$ cat config.mk
export PLATFORM = sky130hd
export DESIGN_NAME = fetch_unit
export DESIGN_NICKNAME = d
export VERILOG_FILES = /design/src/rtl/cpu_pkg.sv /design/src/rtl/instr_rom.sv /design/src/rtl/fetch_unit.sv
export SDC_FILE = /design/constraint.sdc
export NUM_CORES = 1
export LEC_CHECK = 0
export ABC_AREA = 1
export CORE_AREA = 2 2 56 58
export CTS_CLUSTER_DIAMETER = 200
export DETAILED_ROUTE_END_ITERATION = 10
export DIE_AREA = 0 0 58 60
export PLACE_DENSITY_LB_ADDON = 0.3
export SYNTH_ARGS = -nofsm -noshare
export SYNTH_HDL_FRONTEND = slang
export SYNTH_HIERARCHICAL = 1
export SYNTH_SLANG_ARGS = --single-unit
$ cat constraint.sdc
create_clock -name clk -period 1.57 [get_ports clk]
set_clock_uncertainty 0.2 [all_clocks]
set_input_delay 0.157 -clock clk [delete_from_list [all_inputs] [get_ports clk]]
set_output_delay 0.157 -clock clk [all_outputs]
set_load 0.05 [all_outputs]
$ cat src/rtl/cpu_pkg.sv
// Shared CPU constants: datapath widths, opcode encodings and the bubble word.
package cpu_pkg;

  localparam int ADDR_W  = 6;
  localparam int INSTR_W = 8;

  localparam logic [1:0] OP_MOV = 2'b00;
  localparam logic [1:0] OP_SLL = 2'b01;
  localparam logic [1:0] OP_JMP = 2'b11;

  // Opcode 00 decodes as a non-jump, so a bubble can never redirect fetch.
  localparam logic [INSTR_W-1:0] NOP_INSTR = 8'h00;

endpackage

$ cat src/rtl/instr_rom.sv
// Fixed program ROM: combinational read, 0-cycle latency; no flow control.
// Any address not listed below returns NOP_INSTR.
module instr_rom
  import cpu_pkg::*;
(
  input  logic [ADDR_W-1:0]  addr,
  output logic [INSTR_W-1:0] instr
);

  always_comb begin
    instr = NOP_INSTR;
    case (addr)
      6'd0:  instr = {OP_MOV, 6'h05};
      6'd1:  instr = {OP_SLL, 6'h0A};
      6'd2:  instr = {OP_MOV, 6'h13};
      6'd3:  instr = {OP_MOV, 6'h27};
      6'd4:  instr = {OP_SLL, 6'h01};
      6'd5:  instr = {OP_JMP, 6'd16};
      6'd6:  instr = {OP_JMP, 6'd0};
      6'd16: instr = {OP_MOV, 6'h09};
      6'd17: instr = {OP_SLL, 6'h12};
      // Reserved opcode 10 is carried through as plain data.
      6'd18: instr = {2'b10, 6'h1A};
      6'd19: instr = {OP_JMP, 6'd3};
      6'd62: instr = {OP_MOV, 6'h3E};
      6'd63: instr = {OP_SLL, 6'h3F};
      default: instr = NOP_INSTR;
    endcase
  end

endmodule

$ cat src/rtl/fetch_unit.sv
// PC register, instruction ROM read and IF/ID register; 1-cycle fetch latency.
// Priority per edge: reset > jump (loads target, inserts a bubble) > stall (holds all) > advance.
module fetch_unit
  import cpu_pkg::*;
(
  input  logic               clk,
  input  logic               reset,
  input  logic               stall,
  input  logic               jump,
  input  logic [ADDR_W-1:0]  jump_target,
  output logic [ADDR_W-1:0]  pc,
  output logic [INSTR_W-1:0] if_id_instr,
  output logic [ADDR_W-1:0]  if_id_pc,
  output logic               if_id_valid
);

  logic [ADDR_W-1:0]  pc_q, pc_d;
  logic [INSTR_W-1:0] instr_q, instr_d;
  logic [ADDR_W-1:0]  if_pc_q, if_pc_d;
  logic               valid_q, valid_d;
  logic [INSTR_W-1:0] rom_instr;

  instr_rom u_rom (
    .addr  (pc_q),
    .instr (rom_instr)
  );

  always_comb begin
    pc_d    = pc_q;
    instr_d = instr_q;
    if_pc_d = if_pc_q;
    valid_d = valid_q;
    if (jump) begin
      // The word fetched this cycle is on the wrong path and is dropped.
      pc_d    = jump_target;
      instr_d = NOP_INSTR;
      if_pc_d = pc_q;
      valid_d = 1'b0;
    end else if (!stall) begin
      pc_d    = pc_q + ADDR_W'(1);
      instr_d = rom_instr;
      if_pc_d = pc_q;
      valid_d = 1'b1;
    end
  end

  always_ff @(posedge clk) begin
    if (reset) begin
      pc_q    <= '0;
      instr_q <= NOP_INSTR;
      if_pc_q <= '0;
      valid_q <= 1'b0;
    end else begin
      pc_q    <= pc_d;
      instr_q <= instr_d;
      if_pc_q <= if_pc_d;
      valid_q <= valid_d;
    end
  end

  assign pc          = pc_q;
  assign if_id_instr = instr_q;
  assign if_id_pc    = if_pc_q;
  assign if_id_valid = valid_q;

endmodule
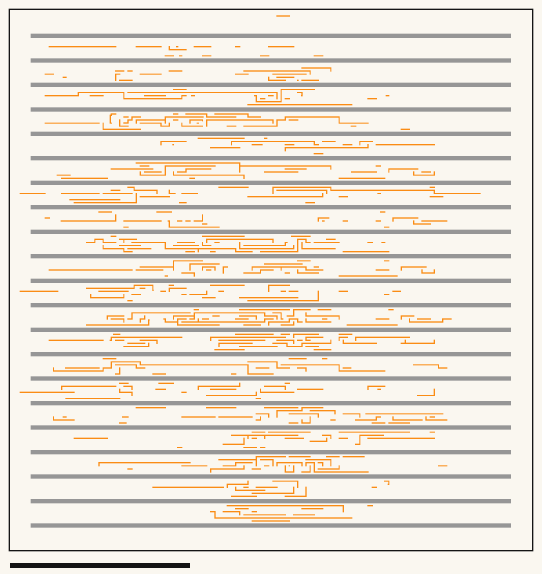
(run_1/met1.png)
Scale bar: 20 µm. Supply wires on this layer in gray.
194 nets have wire on it. The layer carries 1210 µm of wire.

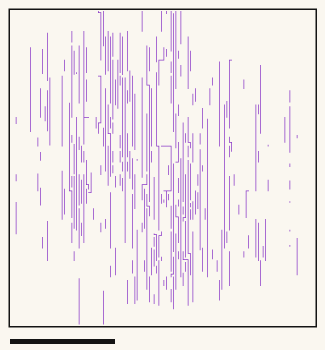
(run_1/met2.png)
Scale bar: 20 µm.
The longest straight run is 31.3 µm. The layer carries 1450 µm of wire. 179 nets have wire on it.

==> metrics.log, run 1 <==
[report] implementation figures
INFO  metric run_status = finished, final reports clean
INFO  metric floorplanUtilization = 40.91%
INFO  metric synth_cells = 170
INFO  metric timing.critical_path.fanout_max = 9
INFO  metric flop_area = 432.9 µm²
INFO  metric ys_warns = 6
INFO  metric layout.comb_gates.multi_input = 121
INFO  metric fa_ha_area_share = 5.269%
INFO  metric dieHeight = 60 µm
INFO  metric synthesis.area_per_instance = 6.985 µm²
INFO  metric reg2reg_depth = 8
INFO  metric synth_top_cell_by_area = sky130_fd_sc_hd__dfxtp_1
INFO  metric first_global_vias = 1158
INFO  metric yosys.area_share.xor_xnor = 1.475%
INFO  metric critPathKind = reg2reg
INFO  metric post-synth-top-area-fraction = 35.41%
INFO  metric global_routing_met1_resource_utilization = 19.60%
INFO  metric grt_first_pass_wirelength = 4.823 mm
INFO  metric layout_top_cells_excl_fill_tap = sky130_fd_sc_hd__nand2_1, sky130_fd_sc_hd__buf_12, sky130_fd_sc_hd__inv_1, sky130_fd_sc_hd__dfxtp_1, sky130_fd_sc_hd__a21oi_1
INFO  metric area.share.combinational = 36.36%
INFO  metric route.detailed.vias_per_inst = 4.900
INFO  metric worstSetupStartpoint = pc[0]
INFO  metric worstPathCellList = buf_4, ha_1, nand2_1, o21ai_1, nand3_1, nand2_1, nand2_1, a21oi_1
INFO  metric min_path_cells = 3
INFO  metric logic_family = simple AND/OR/NAND/NOR gates
INFO  metric top_usage_layer = met2
INFO  metric timing.fmax = 0.6877 GHz
INFO  metric drt-initial-drc-count = 31
INFO  metric rsz0062_at_grt = false
INFO  metric max-clock-path-buffers = 2
INFO  metric num_tap_cells = 33
INFO  metric layout_setup_ws = 0.1158 ns
INFO  metric mux_area_share = 0%
INFO  metric tool_warnings = 30
INFO  metric min_period_over_period = 92.62%
INFO  metric worst_r2r_startpoint = pc[0]
INFO  metric initial_antenna_violation_count = 0
INFO  metric clock_tree.htree_level_count = 1
INFO  metric global_route_track_usage_on_met2 = 32.31%
INFO  metric layout.nonclk_buf_share = 31.14%
INFO  metric rows = 20
INFO  metric dominant_cells = combinational gates
INFO  metric ys_top_cells_by_count = sky130_fd_sc_hd__nand2_1, sky130_fd_sc_hd__dfxtp_1, sky130_fd_sc_hd__inv_1, sky130_fd_sc_hd__a21oi_1, sky130_fd_sc_hd__nor2_1
INFO  metric timing.reg2reg.setup_slack = 0.12 ns
INFO  metric power.ir.vdd_worst = 541.1 µV
INFO  metric n_clock_buffer = 3
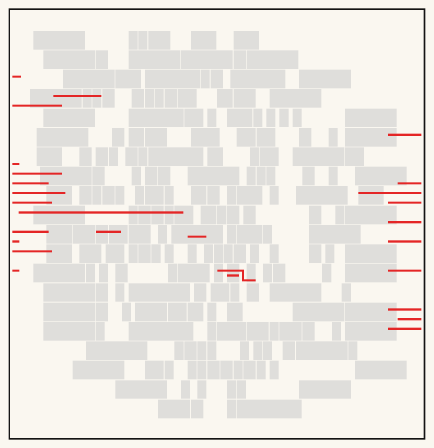
(run_1/met3.png)
Cells faint in the background.
26 nets have wire on it. The wires run mostly horizontal. The layer holds 4.7% of the routed length. The layer carries 131 µm of wire.

## run 1: registers in the layout, summed over array words and instances (netlist names)
signal / flops
if_id_instr: 8
pc: 6
if_id_pc: 6
if_id_valid: 1
## run 1: per-stage QoR
stage | total power [mW] | cells | cell area [µm²] | hold slack, ns
global placement | 1.028 | 237 | 1769 | 0.2831
detailed placement | 1.037 | 237 | 1769 | 0.2925
floorplan | 0.8437 | 170 | 1199 | 0.01208
CTS | 1.297 | 241 | 1799 | 0.2696
finish | 1.300 | 241 | 1844 | 0.2812
global route | 1.383 | 241 | 1844 | 0.2613
## run 1: power by group
part	internal (mW)	switching [mW]	total (mW)	leakage (nW)
Clock	0.0949	0.157	0.252	0.0177
Combinational	0.204	0.242	0.445	0.620
Sequential	0.560	0.0423	0.603	0.175
Total	0.859	0.441	1.30	0.813
--- run 2 (diff from run 1) ---
--- a/config.mk
+++ b/config.mk
@@ -7,6 +7,7 @@
 export LEC_CHECK = 0
 export ABC_AREA = 1
 export CORE_AREA = 2 2 56 58
+export CTS_BUF_LIST = sky130_fd_sc_hd__clkbuf_4 sky130_fd_sc_hd__clkbuf_8 sky130_fd_sc_hd__clkbuf_16
 export CTS_CLUSTER_DIAMETER = 200
 export DETAILED_ROUTE_END_ITERATION = 10
 export DIE_AREA = 0 0 58 60
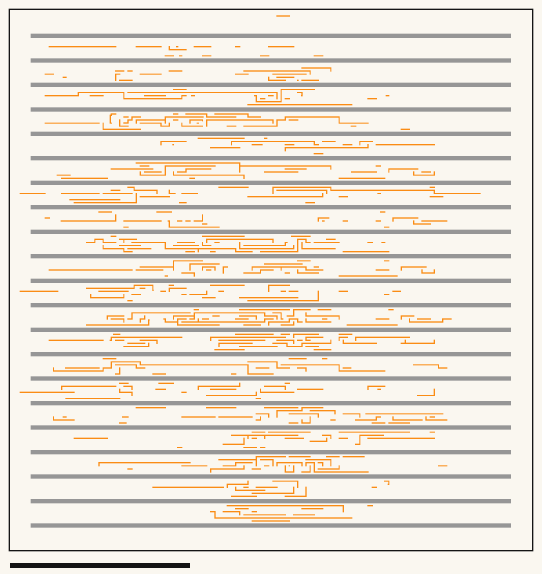
(run_2/met1.png)
Scale bar: 20 µm. Supply wires on this layer in gray.
194 nets have wire on it. The longest straight run is 16.6 µm. The layer carries 1210 µm of wire. The wires run mostly horizontal.
count of vias placed by the detailed router: 1181
global routing met1 resource utilization: 19.60%
total detailed-routing wirelength: 2.811 mm

==> run 2 against run 1 <==
Cell count stayed put; worst hold slack stayed put; sequential power hardly changed; critical endpoint unchanged; largest power group unchanged.
==> metrics.log, run 2 <==
[report] implementation figures
INFO  metric run_status = finished, final reports clean
INFO  metric logic_family = simple AND/OR/NAND/NOR gates
INFO  metric worst_r2r_startpoint = pc[0]
INFO  metric global_route_track_usage_on_met2 = 32.31% (unchanged)
INFO  metric share_comb_of_total_power = 34.3% (about the same)
INFO  metric n_clock_buffer = 3 (unchanged)
INFO  metric tool_warnings = 30 (unchanged)
INFO  metric max-clock-path-buffers = 2 (unchanged)
INFO  metric floorplanUtilization = 40.91% (unchanged)
INFO  metric first_global_vias = 1158 (unchanged)
INFO  metric ys_top_cells_by_count = sky130_fd_sc_hd__nand2_1, sky130_fd_sc_hd__dfxtp_1, sky130_fd_sc_hd__inv_1, sky130_fd_sc_hd__a21oi_1, sky130_fd_sc_hd__nor2_1
INFO  metric grt_first_pass_wirelength = 4.823 mm (unchanged)
INFO  metric clock_net_power = 252 µW (about the same)
INFO  metric worstSetupStartpoint = pc[0]
INFO  metric total_design_power = 1.300 mW (unchanged)
INFO  metric power.sequential.total = 603 µW (about the same)
INFO  metric fa_ha_area_share = 5.269% (unchanged)
INFO  metric layout_top_cells_excl_fill_tap = sky130_fd_sc_hd__nand2_1, sky130_fd_sc_hd__buf_12, sky130_fd_sc_hd__inv_1, sky130_fd_sc_hd__dfxtp_1, sky130_fd_sc_hd__a21oi_1
INFO  metric dpl-instance-area = 1769 µm² (unchanged)
INFO  metric route.detailed.vias_per_inst = 4.900 (unchanged)
INFO  metric initial_antenna_violation_count = 0 (unchanged)
INFO  metric clock_tree.htree_level_count = 1 (unchanged)
INFO  metric mux_area_share = 0% (unchanged)
INFO  metric place.detailed.instances = 237 (unchanged)
INFO  metric yosys.stat.chipArea = 1187 µm²
INFO  metric flop_area = 432.9 µm² (unchanged)
INFO  metric timing.fmax = 0.6877 GHz (unchanged)
INFO  metric flip_flop_count_of_the_largest_register_after_layout = 8 (unchanged)
INFO  metric top_usage_layer = met2
INFO  metric dieHeight = 60 µm (unchanged)
INFO  metric layout_setup_ws = 0.1158 ns (unchanged)
INFO  metric critPathKind = reg2reg
INFO  metric design_internal_power = 859.0 µW (unchanged)
INFO  metric rows = 20 (unchanged)
INFO  metric worstPathCellList = buf_4, ha_1, nand2_1, o21ai_1, nand3_1, nand2_1, nand2_1, a21oi_1
INFO  metric layout.nonclk_buf_share = 31.14% (unchanged)
INFO  metric post-route-cell-area = 1844 µm² (unchanged)
INFO  metric netSwitchingFraction = 33.93% (unchanged)
INFO  metric post-synth-top-area-fraction = 35.41% (unchanged)
INFO  metric dominant_cells = combinational gates
INFO  metric area.share.combinational = 36.36% (unchanged)
INFO  metric power_switching = 441.2 µW (unchanged)
INFO  metric drt-initial-drc-count = 31 (unchanged)
INFO  metric maxPowerGroup = registers
INFO  metric num_tap_cells = 33 (unchanged)
INFO  metric timing.critical_path.fanout_max = 9 (unchanged)
INFO  metric layout.comb_gates.multi_input = 121 (unchanged)
INFO  metric finalNonFillerCells = 241 (unchanged)
INFO  metric sequential_power_share = 46.3% (about the same)
INFO  metric yosys.area_share.xor_xnor = 1.475% (unchanged)
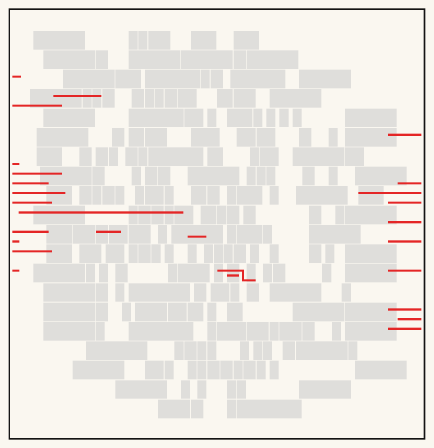
(run_2/met3.png)
Cells faint in the background.
The longest straight run is 22.8 µm. The wires run mostly horizontal. The layer holds 4.7% of the routed length. 26 nets have wire on it.
global routing usage on met3: 3.463%

==> run 2: cells by family (layout without fill, tap and decap cells) <==
| family | Yosys count | after routing |
|---|---|---|
| and+or+nand+nor | 77 | 77 |
| AOI/OAI and AO/OA | 37 | 37 |
| buffers and inverters | 28 | 66 |
| DFF | 21 | 21 |
| adders and majority gates | 5 | 5 |
| xor gates and xnor gates | 2 | 2 |
==> run 2: worst paths after layout <==
kind	cells past startpoint	to	slack, ns
max	8	if_id_instr[3]	0.12
max reg2reg	8	if_id_instr[3]	0.12
min reg2reg	2	if_id_instr[5]	0.31
min	3	pc[2]	0.28
==> run 2: timing repair <==
item | CTS | global route
resized | 1 | 10
endpoints found under the setup margin | 1 | 5
pin swaps | 0 | 3
--- run 3 (diff from run 2) ---
--- a/config.mk
+++ b/config.mk
@@ -6,13 +6,12 @@
 export NUM_CORES = 1
 export LEC_CHECK = 0
 export ABC_AREA = 1
-export CORE_AREA = 2 2 56 58
+export CORE_AREA = 2 2 55 57
 export CTS_BUF_LIST = sky130_fd_sc_hd__clkbuf_4 sky130_fd_sc_hd__clkbuf_8 sky130_fd_sc_hd__clkbuf_16
 export CTS_CLUSTER_DIAMETER = 200
 export DETAILED_ROUTE_END_ITERATION = 10
-export DIE_AREA = 0 0 58 60
+export DIE_AREA = 0 0 57 59
 export PLACE_DENSITY_LB_ADDON = 0.3
 export SYNTH_ARGS = -nofsm -noshare
 export SYNTH_HDL_FRONTEND = slang
-export SYNTH_HIERARCHICAL = 1
 export SYNTH_SLANG_ARGS = --single-unit
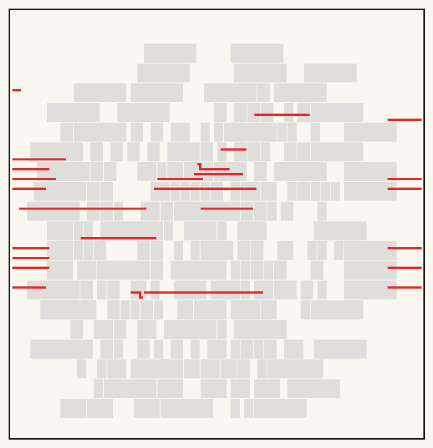
(run_3/met3.png)
Cells faint in the background.
The longest straight run is 17.2 µm. The layer carries 162 µm of wire.
count of vias placed by the detailed router: 1158
total detailed-routing wirelength: 2.776 mm
global routing usage on met3: 3.712%

==> run 3 against run 2 <==
Combinational power up 2%; sequential power up 0.7%; final area down 3.4%; worst setup slack worse by 0.027 ns; register-to-register slack worse by 0.03 ns; cell count down 5.8%; sequential share of layout area up 0.75 points; worst hold slack worse by 0.081 ns; fmax down 1.8%; wire length down 1.2%; global-route usage up 0.51 points; critical path type unchanged.
==> metrics.log, run 3 <==
[report] implementation figures
INFO  metric global_route_track_usage_on_met2 = 30.71% (-1.6 points)
INFO  metric drt-initial-drc-count = 28 (-9.7%)
INFO  metric run_status = finished, final reports clean
INFO  metric initial_antenna_violation_count = 0 (unchanged)
INFO  metric rows = 19 (-5.0%)
INFO  metric logic_family = simple AND/OR/NAND/NOR gates
INFO  metric max-clock-path-buffers = 2 (unchanged)
INFO  metric clock_net_power = 269 µW (+7%)
INFO  metric n_clock_buffer = 3 (unchanged)
INFO  metric first_global_vias = 1134 (-2.1%)
INFO  metric ys_top_cells_by_count = sky130_fd_sc_hd__o21ai_0, sky130_fd_sc_hd__dfxtp_1, sky130_fd_sc_hd__nor2_1, sky130_fd_sc_hd__inv_1, sky130_fd_sc_hd__nand2_1
INFO  metric maxPowerGroup = registers
INFO  metric layout.nonclk_buf_share = 34.41% (+3.3 points)
INFO  metric share_comb_of_total_power = 34.1% (-0.2 points)
INFO  metric flop_area = 431.7 µm² (-0.29%)
INFO  metric netSwitchingFraction = 34.55% (+0.61 points)
INFO  metric dominant_cells = buffers
INFO  metric dieHeight = 59 µm (-1.7%)
INFO  metric power_switching = 458.8 µW (+4.0%)
INFO  metric post-synth-top-area-fraction = 37.21% (+1.8 points)
INFO  metric mux_area_share = 0% (unchanged)
INFO  metric grt_first_pass_wirelength = 4.878 mm (+1.1%)
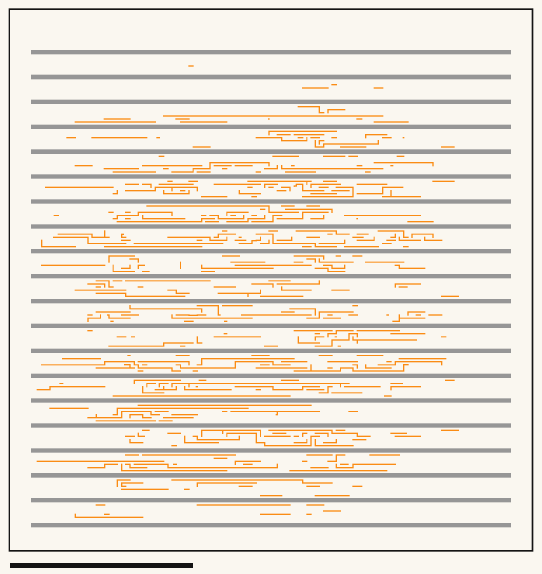
(run_3/met1.png)
Scale bar: 20 µm. Supply wires on this layer in gray.
The layer holds 44% of the routed length. The longest straight run is 23.9 µm. The layer carries 1230 µm of wire. 181 nets have wire on it. The wires run mostly horizontal.
global routing met1 resource utilization: 23.44%

## run 3: through the flow
stage	std cells	total power [mW]	setup WS, ns	cell area, µm²	TNS [ns]
after CTS	227	1.338	0.02115	1780	0
after global placement	223	1.059	0.03868	1753	0
after floorplan	156	0.8540	-0.01428	1161	-0.01428
after global routing	227	1.399	0.008520	1782	0
final	227	1.328	0.08913	1782	0
after detailed placement	223	1.067	-0.03231	1753	-0.03231
## run 3: worst paths after layout
path / slack [ns] / start / endpoint / depth (start not counted)
max: 0.09 / pc[0] / if_id_instr[0] / 6
max reg2reg: 0.09 / pc[0] / if_id_instr[0] / 6
min: 0.20 / jump_target[0] / pc[0] / 3
min reg2reg: 0.32 / if_id_instr[7] / if_id_instr[7] / 2

==> notes/layouts.md <==
Pictures saved along the way, in no particular order.

Track usage over the die.
panel A
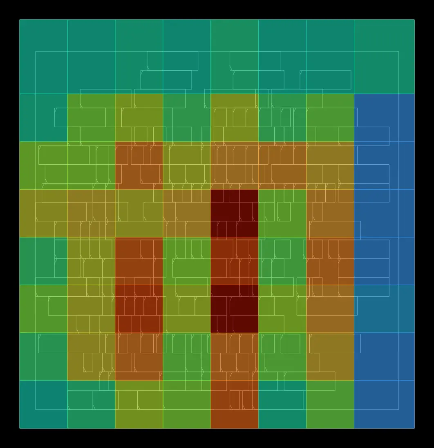
panel B
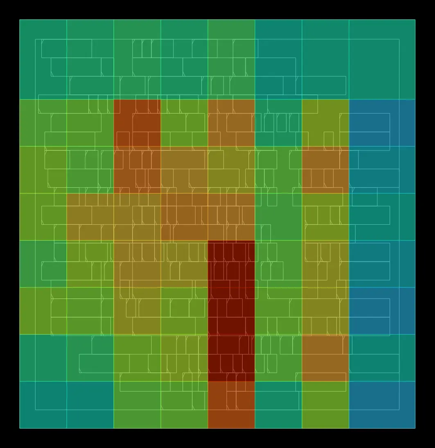
- panel A = run 3
- panel B = run 2

Power figures rest on the tool's default switching activity, not on a simulated workload.
